<file path="src/rtl/regfile_pkg.sv">
// Shared definitions for the dual-write register file and its scoreboard.
//
// Contents:
//   DATA_W_DEF / ADDR_W_DEF : default register width and address width.
//   REG_ZERO                : index of the hard-wired zero register.
//   DEPTH_DEF               : default number of registers.
//   depth_of()              : number of registers for a given address width.
//   markable_regs()         : number of registers that can ever be pending.
package regfile_pkg;

    localparam int DATA_W_DEF = 32;
    localparam int ADDR_W_DEF = 5;
    localparam int REG_ZERO   = 0;
    localparam int DEPTH_DEF  = 2 ** ADDR_W_DEF;

    function automatic int depth_of(input int addr_w);
        return 1 << addr_w;
    endfunction

    // Register 0 can never be pending when it is hard-wired to zero.
    function automatic int markable_regs(input int addr_w, input int zero_reg);
        return (1 << addr_w) - ((zero_reg != 0) ? 1 : 0);
    endfunction

endpackage

</file>
<file path="src/rtl/regfile_scoreboard.sv">
// Pending-writeback scoreboard: one bit per register plus a running count.
//
// Ports:
//   clk, rst_n            : clock (rising edge), asynchronous active-low reset.
//   clr0_en / clr0_addr   : effective write on port 0, clears that pending bit.
//   clr1_en / clr1_addr   : effective write on port 1, clears that pending bit.
//   set_en / set_addr     : mark a register as awaiting writeback.
//   raddr0 / raddr1       : lookup addresses.
//   busy0 / busy1         : raw pending bit at raddr0 / raddr1.
//   pend_cnt              : number of pending registers (registered).
//   pend_full             : every markable register is pending.
module regfile_scoreboard
    import regfile_pkg::*;
#(
    parameter int ADDR_W   = ADDR_W_DEF,
    parameter int ZERO_REG = 1
) (
    input  logic              clk,
    input  logic              rst_n,
    input  logic              clr0_en,
    input  logic [ADDR_W-1:0] clr0_addr,
    input  logic              clr1_en,
    input  logic [ADDR_W-1:0] clr1_addr,
    input  logic              set_en,
    input  logic [ADDR_W-1:0] set_addr,
    input  logic [ADDR_W-1:0] raddr0,
    input  logic [ADDR_W-1:0] raddr1,
    output logic              busy0,
    output logic              busy1,
    output logic [ADDR_W:0]   pend_cnt,
    output logic              pend_full
);

    localparam int            DEPTH    = depth_of(ADDR_W);
    localparam logic [ADDR_W:0] FULL_CNT = (ADDR_W+1)'(markable_regs(ADDR_W, ZERO_REG));

    logic [DEPTH-1:0] pend_q;
    logic [DEPTH-1:0] pend_d;
    logic [ADDR_W:0]  cnt_q;
    logic [ADDR_W:0]  cnt_d;
    logic             set_ok;
    logic             set_new;
    logic             clr0_hit;
    logic             clr1_hit;

    always_comb begin
        set_ok = set_en && !((ZERO_REG != 0) && (set_addr == ADDR_W'(REG_ZERO)));

        // Each term counts an actual 0->1 or 1->0 transition, so the count
        // tracks the population exactly and cannot wrap. A clear that
        // collides with a set is overridden by the set; two clears of the
        // same register count once.
        set_new  = set_ok && !pend_q[set_addr];
        clr0_hit = clr0_en && pend_q[clr0_addr]
                   && !(set_ok && (set_addr == clr0_addr));
        clr1_hit = clr1_en && pend_q[clr1_addr]
                   && !(set_ok && (set_addr == clr1_addr))
                   && !(clr0_en && (clr0_addr == clr1_addr));

        pend_d = pend_q;
        if (clr0_en) pend_d[clr0_addr] = 1'b0;
        if (clr1_en) pend_d[clr1_addr] = 1'b0;
        if (set_ok)  pend_d[set_addr]  = 1'b1;

        cnt_d = cnt_q
              + {{ADDR_W{1'b0}}, set_new}
              - {{ADDR_W{1'b0}}, clr0_hit}
              - {{ADDR_W{1'b0}}, clr1_hit};
    end

    always_ff @(posedge clk or negedge rst_n) begin
        if (!rst_n) begin
            pend_q <= '0;
            cnt_q  <= '0;
        end else begin
            pend_q <= pend_d;
            cnt_q  <= cnt_d;
        end
    end

    assign busy0     = pend_q[raddr0];
    assign busy1     = pend_q[raddr1];
    assign pend_cnt  = cnt_q;
    assign pend_full = (cnt_q == FULL_CNT);

endmodule

</file>
<file path="src/rtl/regfile_2w2r_sb.sv">
// Two-write / two-read register file with pending-writeback scoreboard.
// Port 0 carries ALU writeback, port 1 carries load writeback; port 1 wins
// on an address collision. Reads are combinational with optional same-cycle
// write bypass.
//
// Ports:
//   clk, rst_n                 : clock (rising edge), async active-low reset.
//   we0, waddr0, wdata0        : write port 0.
//   we1, waddr1, wdata1        : write port 1.
//   raddr0 -> rdata0, rbusy0   : read port A and its pending flag.
//   raddr1 -> rdata1, rbusy1   : read port B and its pending flag.
//   pend_set, pend_addr        : mark a register as awaiting writeback.
//   pend_cnt, pend_full        : pending population and full flag.
module regfile_2w2r_sb
    import regfile_pkg::*;
#(
    parameter int DATA_W   = DATA_W_DEF,
    parameter int ADDR_W   = ADDR_W_DEF,
    parameter int ZERO_REG = 1,
    parameter int BYPASS   = 1
) (
    input  logic              clk,
    input  logic              rst_n,
    input  logic              we0,
    input  logic [ADDR_W-1:0] waddr0,
    input  logic [DATA_W-1:0] wdata0,
    input  logic              we1,
    input  logic [ADDR_W-1:0] waddr1,
    input  logic [DATA_W-1:0] wdata1,
    input  logic [ADDR_W-1:0] raddr0,
    output logic [DATA_W-1:0] rdata0,
    output logic              rbusy0,
    input  logic [ADDR_W-1:0] raddr1,
    output logic [DATA_W-1:0] rdata1,
    output logic              rbusy1,
    input  logic              pend_set,
    input  logic [ADDR_W-1:0] pend_addr,
    output logic [ADDR_W:0]   pend_cnt,
    output logic              pend_full
);

    localparam int DEPTH = depth_of(ADDR_W);

    logic [DATA_W-1:0] mem [DEPTH];

    logic              wen0;
    logic              wen1;
    logic              set_live;
    logic              sb_busy0;
    logic              sb_busy1;
    logic [ADDR_W-1:0] raddr_a [2];
    logic              busy_raw [2];
    logic [DATA_W-1:0] rdata_a [2];
    logic              rbusy_a [2];

    // Effective write enables. Gating with rst_n keeps the bypass path from
    // leaking write data onto the read ports while reset is held.
    always_comb begin
        wen0     = we0 && rst_n && !((ZERO_REG != 0) && (waddr0 == ADDR_W'(REG_ZERO)));
        wen1     = we1 && rst_n && !((ZERO_REG != 0) && (waddr1 == ADDR_W'(REG_ZERO)));
        set_live = pend_set && rst_n;
    end

    // Port 1 is applied last so it wins on a same-address collision.
    always_ff @(posedge clk or negedge rst_n) begin
        if (!rst_n) begin
            for (int i = 0; i < DEPTH; i++) begin
                mem[i] <= '0;
            end
        end else begin
            if (wen0) mem[waddr0] <= wdata0;
            if (wen1) mem[waddr1] <= wdata1;
        end
    end

    regfile_scoreboard #(
        .ADDR_W   (ADDR_W),
        .ZERO_REG (ZERO_REG)
    ) u_scoreboard (
        .clk       (clk),
        .rst_n     (rst_n),
        .clr0_en   (wen0),
        .clr0_addr (waddr0),
        .clr1_en   (wen1),
        .clr1_addr (waddr1),
        .set_en    (set_live),
        .set_addr  (pend_addr),
        .raddr0    (raddr0),
        .raddr1    (raddr1),
        .busy0     (sb_busy0),
        .busy1     (sb_busy1),
        .pend_cnt  (pend_cnt),
        .pend_full (pend_full)
    );

    assign raddr_a[0]  = raddr0;
    assign raddr_a[1]  = raddr1;
    assign busy_raw[0] = sb_busy0;
    assign busy_raw[1] = sb_busy1;

    // Read muxes. A same-cycle write to the read address also forwards
    // "not busy" unless a new producer is being issued to it this cycle.
    always_comb begin
        for (int p = 0; p < 2; p++) begin
            rdata_a[p] = mem[raddr_a[p]];
            rbusy_a[p] = busy_raw[p];
            if (BYPASS != 0) begin
                if (wen1 && (waddr1 == raddr_a[p])) begin
                    rdata_a[p] = wdata1;
                end else if (wen0 && (waddr0 == raddr_a[p])) begin
                    rdata_a[p] = wdata0;
                end
                if (((wen0 && (waddr0 == raddr_a[p])) || (wen1 && (waddr1 == raddr_a[p])))
                    && !(set_live && (pend_addr == raddr_a[p]))) begin
                    rbusy_a[p] = 1'b0;
                end
            end
            if ((ZERO_REG != 0) && (raddr_a[p] == ADDR_W'(REG_ZERO))) begin
                rdata_a[p] = '0;
                rbusy_a[p] = 1'b0;
            end
        end
    end

    assign rdata0 = rdata_a[0];
    assign rdata1 = rdata_a[1];
    assign rbusy0 = rbusy_a[0];
    assign rbusy1 = rbusy_a[1];

endmodule
</file>
<file path="config.mk">
export PLATFORM = sky130hd
export DESIGN_NAME = regfile_2w2r_sb
export DESIGN_NICKNAME = d
export VERILOG_FILES = /design/src/rtl/regfile_pkg.sv /design/src/rtl/regfile_scoreboard.sv /design/src/rtl/regfile_2w2r_sb.sv
export SDC_FILE = /design/constraint.sdc
export NUM_CORES = 2
export LEC_CHECK = 0
export CAP_MARGIN = 20
export CORE_AREA = 2 2 505 507
export CTS_BUF_LIST = sky130_fd_sc_hd__clkbuf_16
export DETAILED_ROUTE_END_ITERATION = 8
export DIE_AREA = 0 0 507 509
export PLACE_DENSITY = 0.48
export SYNTH_ARGS = -nofsm -noshare
export SYNTH_HDL_FRONTEND = slang
export SYNTH_HIERARCHICAL = 1
export SYNTH_SLANG_ARGS = --single-unit
</file>
<file path="constraint.sdc">
create_clock -name clk -period 3.08 [get_ports clk]
set_clock_uncertainty 0.1 [all_clocks]
set_input_delay 0.77 -clock clk [delete_from_list [all_inputs] [get_ports clk]]
set_output_delay 0.77 -clock clk [all_outputs]
set_load 0.005 [all_outputs]
</file>
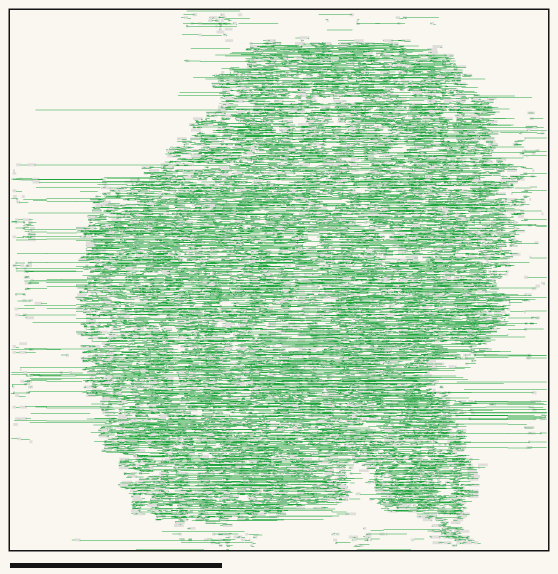
layer_met1.png
Bar = 200 microns.
wire length on this layer: 142 mm
longest straight run: 174 microns
nets with wire on the layer: 6857

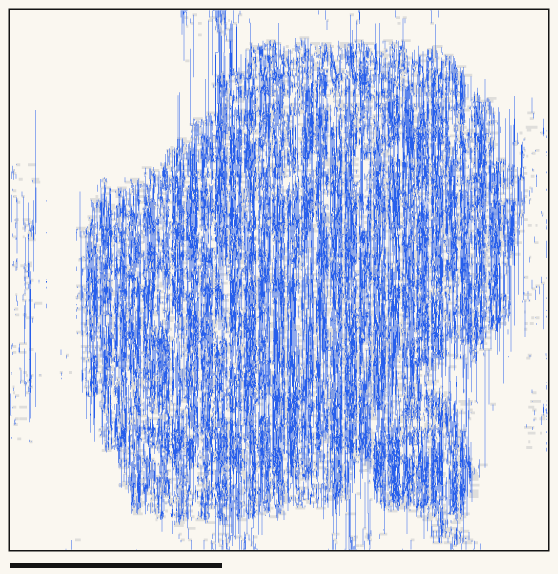
layer_met2.png
Bar = 200 microns.
wire length on this layer: 152 mm
share of all routed wire: 44%
main direction: vertical
longest straight run: 133 microns
via count: 60100
GRT met2 Usage: 39.6%
final WL: 343000 microns

==> job_summary.md <==
## PnR job results

| Metric | Value |
|---|---|
| Run status | `finished, violations left` |
| Failing checks | `negative setup slack` |
| Fraction of cell area in non-clock buffers | `16.1%` |
| Area share of the leading cell type in the synthesized netlist | `39.1%` |
| Post-detailed-placement cell area | `0.0819 sq mm` |
| Die ar. | `0.258 sq mm` |
| Library cell occupying the most area in the post-synthesis netlist | `sky130_fd_sc_hd__dfrtp_1` |
| Buffers inserted by post-CTS timing repair | `135` |
| Number of register bits inferred by synthesis | `1062` |
| H-tree levels | `4` |
| Worst path buffer plus inverter count | `9` |
| Top Consumer | `registers` |
| Adder Area Share | `0.206%` |
| Ys Warns | `6` |
| And-or/or-and share of the synthesized area | `12.0%` |
| Final setup violating endpoints | `between 60 and 70` |
| Inserted Diodes | `2` |
| Fill cells | `25000` |
| Family with the most delay on the worst path | `buffers and inverters` |
| Drt initial violations | `7674` |
| Required time of the critical path | `2.21 ns` |
| Critical path class | `primary input to output pin` |
| Yosys cell count | `6536` |
| Area fraction of clock buffers and clock inverters | `4.66%` |
| Worst path cell trace | `buf_16, buf_6, xor2_2, nor3_2, nand4_1, buf_6, buf_6, nand3_4, buf_12, buf_4, buf_6, nor2_4, nor4_4, buf_4, buf_6` |
| Fin nets | `7249` |
| Core footprint | `0.253 sq mm` |
| Tightest slew margin relative to the limit | `32.3%` |
| Synthesized area divided by synthesized cell count | `10.4 sq um` |
| Cell total after placement | `10200` |
| Number of OpenROAD warnings | `39` |
| Most area-consuming cells after synthesis | `sky130_fd_sc_hd__dfrtp_1 39%, sky130_fd_sc_hd__mux4_2 17%, sky130_fd_sc_hd__mux2i_1 16%, sky130_fd_sc_hd__o21ai_0 5.4%, sky130_fd_sc_hd__nand2_1 5.0%` |
| Via count normalized by instance count | `5.66` |
| Initial antenna violation count | `14` |
| Largest stage delay on the critical path | `~0.46 ns` |
| CP max FO | `7` |
| Fraction of synthesis flops using an asynchronous set or reset pin | `100%` |
| Largest contributor to cell area by class | `combinational gates` |
| Sequential cell area | `0.0266 sq mm` |
| Number of nets at floorplan | `6640` |
| Path category of the worst min-delay check | `primary input to async pin` |
| Std cell rows | `~190` |
| Horizontal die size | `507 microns` |
| Maximum number of pins on one net before global-route repair | `159` |
| Final Cycle Share | `131%` |
| Inserted tap cell count | `3366` |
| Global-route total usage across every layer | `26.1%` |
| Ports placed on the boundary | `167` |
| Number of hold buffers added after cts | `0` |
| Register share after synthesis | `just under 40%` |
| Cell variety after synth | `around 70` |
| Worst Max-Slew Pin Slew | `1.01 ns` |
| Routability Congestion | `0.934` |
| Share of the final layout cell area in multi-input gates | `44.6%` |
| Later-pin clock latency in the skew report | `0.83 ns` |
| Power share of the combinational group | `28.0%` |
| Largest voltage drop on the vdd net | `482 uV` |
| Tally of nets with antenna violations remaining after routing | `0` |
| Internal portion of total power | `32900 uW` |
| PortBufs | `166` |
| Number of standard cells after synthesis | `6536` |
| Max Cap Viol | `0` |
| Stages on the worst setup path | `15` |
| Count of flip-flops and latches | `1062` |
| Number of clock-tree buffers in the layout | `135` |
| Areal power density over the cells | `548 mW/mm^2` |
| Finished Cell Area | `0.0891 sq mm` |
| TritonCTS clock tree | `yes` |
| Placement-stage worst setup slack | `-2.55 ns` |
| Inverters | `16` |
| Aggregate negative setup slack | `-44.18 ns` |
| Utilization after layout | `a little over a third` |
| Clock slew seen by the registers of the worst setup and hold paths | `approximately 0.060 ns` |
| Multi-In Gates | `4637` |
| Comb. cell area | `0.0397 sq mm` |
| Switching power share of the total | `roughly a third` |
| Simple-gate portion of the synthesized area | `9.28%` |
| Combinational gate power | `roughly 14000 uW` |
| Final HPWL DP | `229000 microns` |
| RSZ-0062 raised after global routing | `yes` |
| Power in the clock group | `roughly 16000 uW` |
| Post-route non-filler standard cell count | `10600` |
| Most instantiated cells after synthesis | `1099 x sky130_fd_sc_hd__mux2i_1, 1062 x sky130_fd_sc_hd__dfrtp_1, 908 x sky130_fd_sc_hd__nand2_1, 740 x sky130_fd_sc_hd__o21ai_0, 500 x sky130_fd_sc_hd__mux4_2` |
| Critical Path End Type | `output pin` |
| Reg with most FFs | `mem` |
| Effective utilization at floorplan | `26.9%` |
| Final hold viol count | `0` |
| Share of cells above drive strength 1 | `roughly 31%` |
| Proportion of power drawn by the clock network | `31.9%` |
| Cell at the root of the clock tree | `sky130_fd_sc_hd__clkbuf_16` |
| Clock Sinks | `between 1000 and 1500` |
| Worst Setup Slack, final | `-0.968 ns` |
| Slowest library cell on the worst path | `sky130_fd_sc_hd__nor4_4` |
| Synth-to-Final Area Change | `31.0%` |
| Highest achievable clock rate | `247 MHz` |
| Leakage power | `0.0368 uW` |
| Arrival @ worst endpoint | `3.18 ns` |
| Pins over their slew limit | `0` |
| Vertical extent of the die | `509 microns` |
| Total Power | `about 49000 uW` |
| Cell area after technology mapping | `0.0680 sq mm` |
| Flop pwr share | `40.1%` |
| Nature of the critical path startpoint | `primary input` |
| Most frequent cells in the layout | `1096 x sky130_fd_sc_hd__mux2i_1, 1058 x sky130_fd_sc_hd__dfrtp_1, 888 x sky130_fd_sc_hd__nand2_1, 719 x sky130_fd_sc_hd__buf_4, 709 x sky130_fd_sc_hd__o21ai_0` |
| Minimum hold slack | `0.188 ns` |
| Vias in the first global route | `58500` |
| Main logic family after synthesis | `multiplexers` |
| Share of cell area taken by muxes after synthesis | `between 30 and 40%` |
| P_seq | `about 20000 uW` |
| Dominant Register Cell | `sky130_fd_sc_hd__dfrtp_1` |
| Post-CTS Resized | `around 660` |
| Overflow left after global routing | `0` |
| Wire length per cell | `roughly 32 microns` |
| Psw | `15900 uW` |
| Clock buffers created by TritonCTS | `133` |
| Maximum clock path buffer count | `3` |
| Largest register FFs | `1024` |
| Top logic cell by instance count in the layout | `sky130_fd_sc_hd__mux2i_1` |
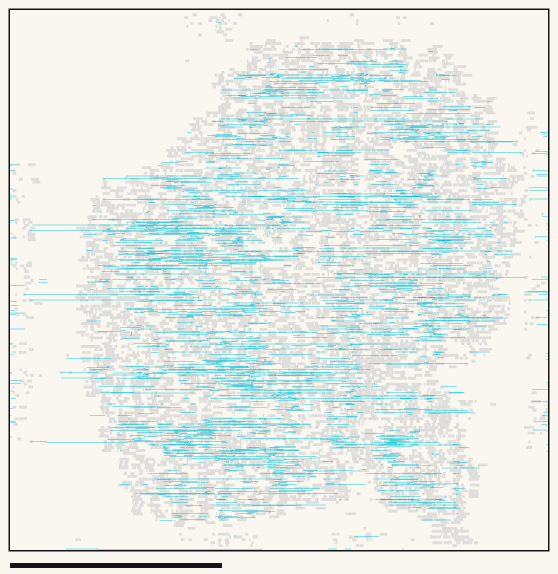
layer_met3.png
Bar = 200 microns.
nets with wire on the layer: 941
share of all routed wire: 9.4%
main direction: horizontal
longest straight run: 190 microns
wire length on this layer: 32.2 mm

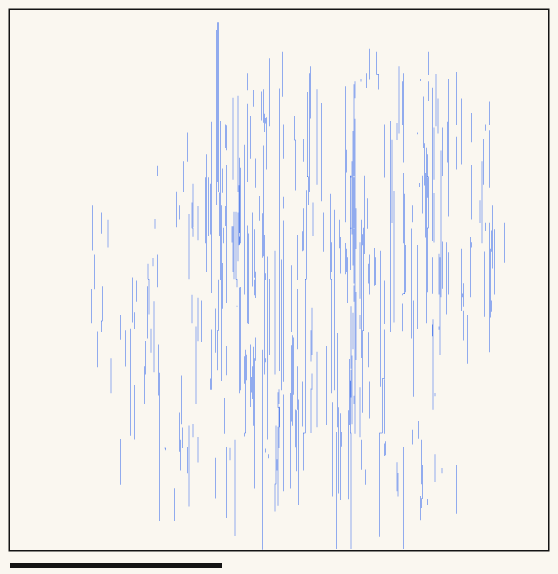
layer_met4.png
Bar = 200 microns.
share of all routed wire: 5.2%
main direction: vertical
wire length on this layer: 17800 microns
longest straight run: 297 microns
nets with wire on the layer: 196

[path summary, 6_finish.rpt]
check / start / to / slack [ns]
min in group clk: mem[999] / mem[999] / 0.30
worst max register to register: u_scoreboard/pend_q[20] / u_scoreboard/pend_cnt[5] / -0.30
worst max-delay path: raddr0[0] / rdata0[14] / -0.97
max in group asynchronous: rst_n / mem[1015] / 0.38
worst min register to register: mem[999] / mem[999] / 0.30
worst min-delay path: rst_n / mem[194] / 0.19
[layer usage]
| layer | vias up | routed length, microns | track usage [%] |
|---|---|---|---|
| li1 | 25100 | - | - |
| met1 | 30700 | 142000 | 35.2 |
| met2 | 3448 | 152000 | 39.6 |
| met3 | 737 | 32200 | 5.93 |
| met4 | 10 | 17800 | 11.9 |
| met5 | - | 85 | 0 |
Power and IR drop assume default switching activity.
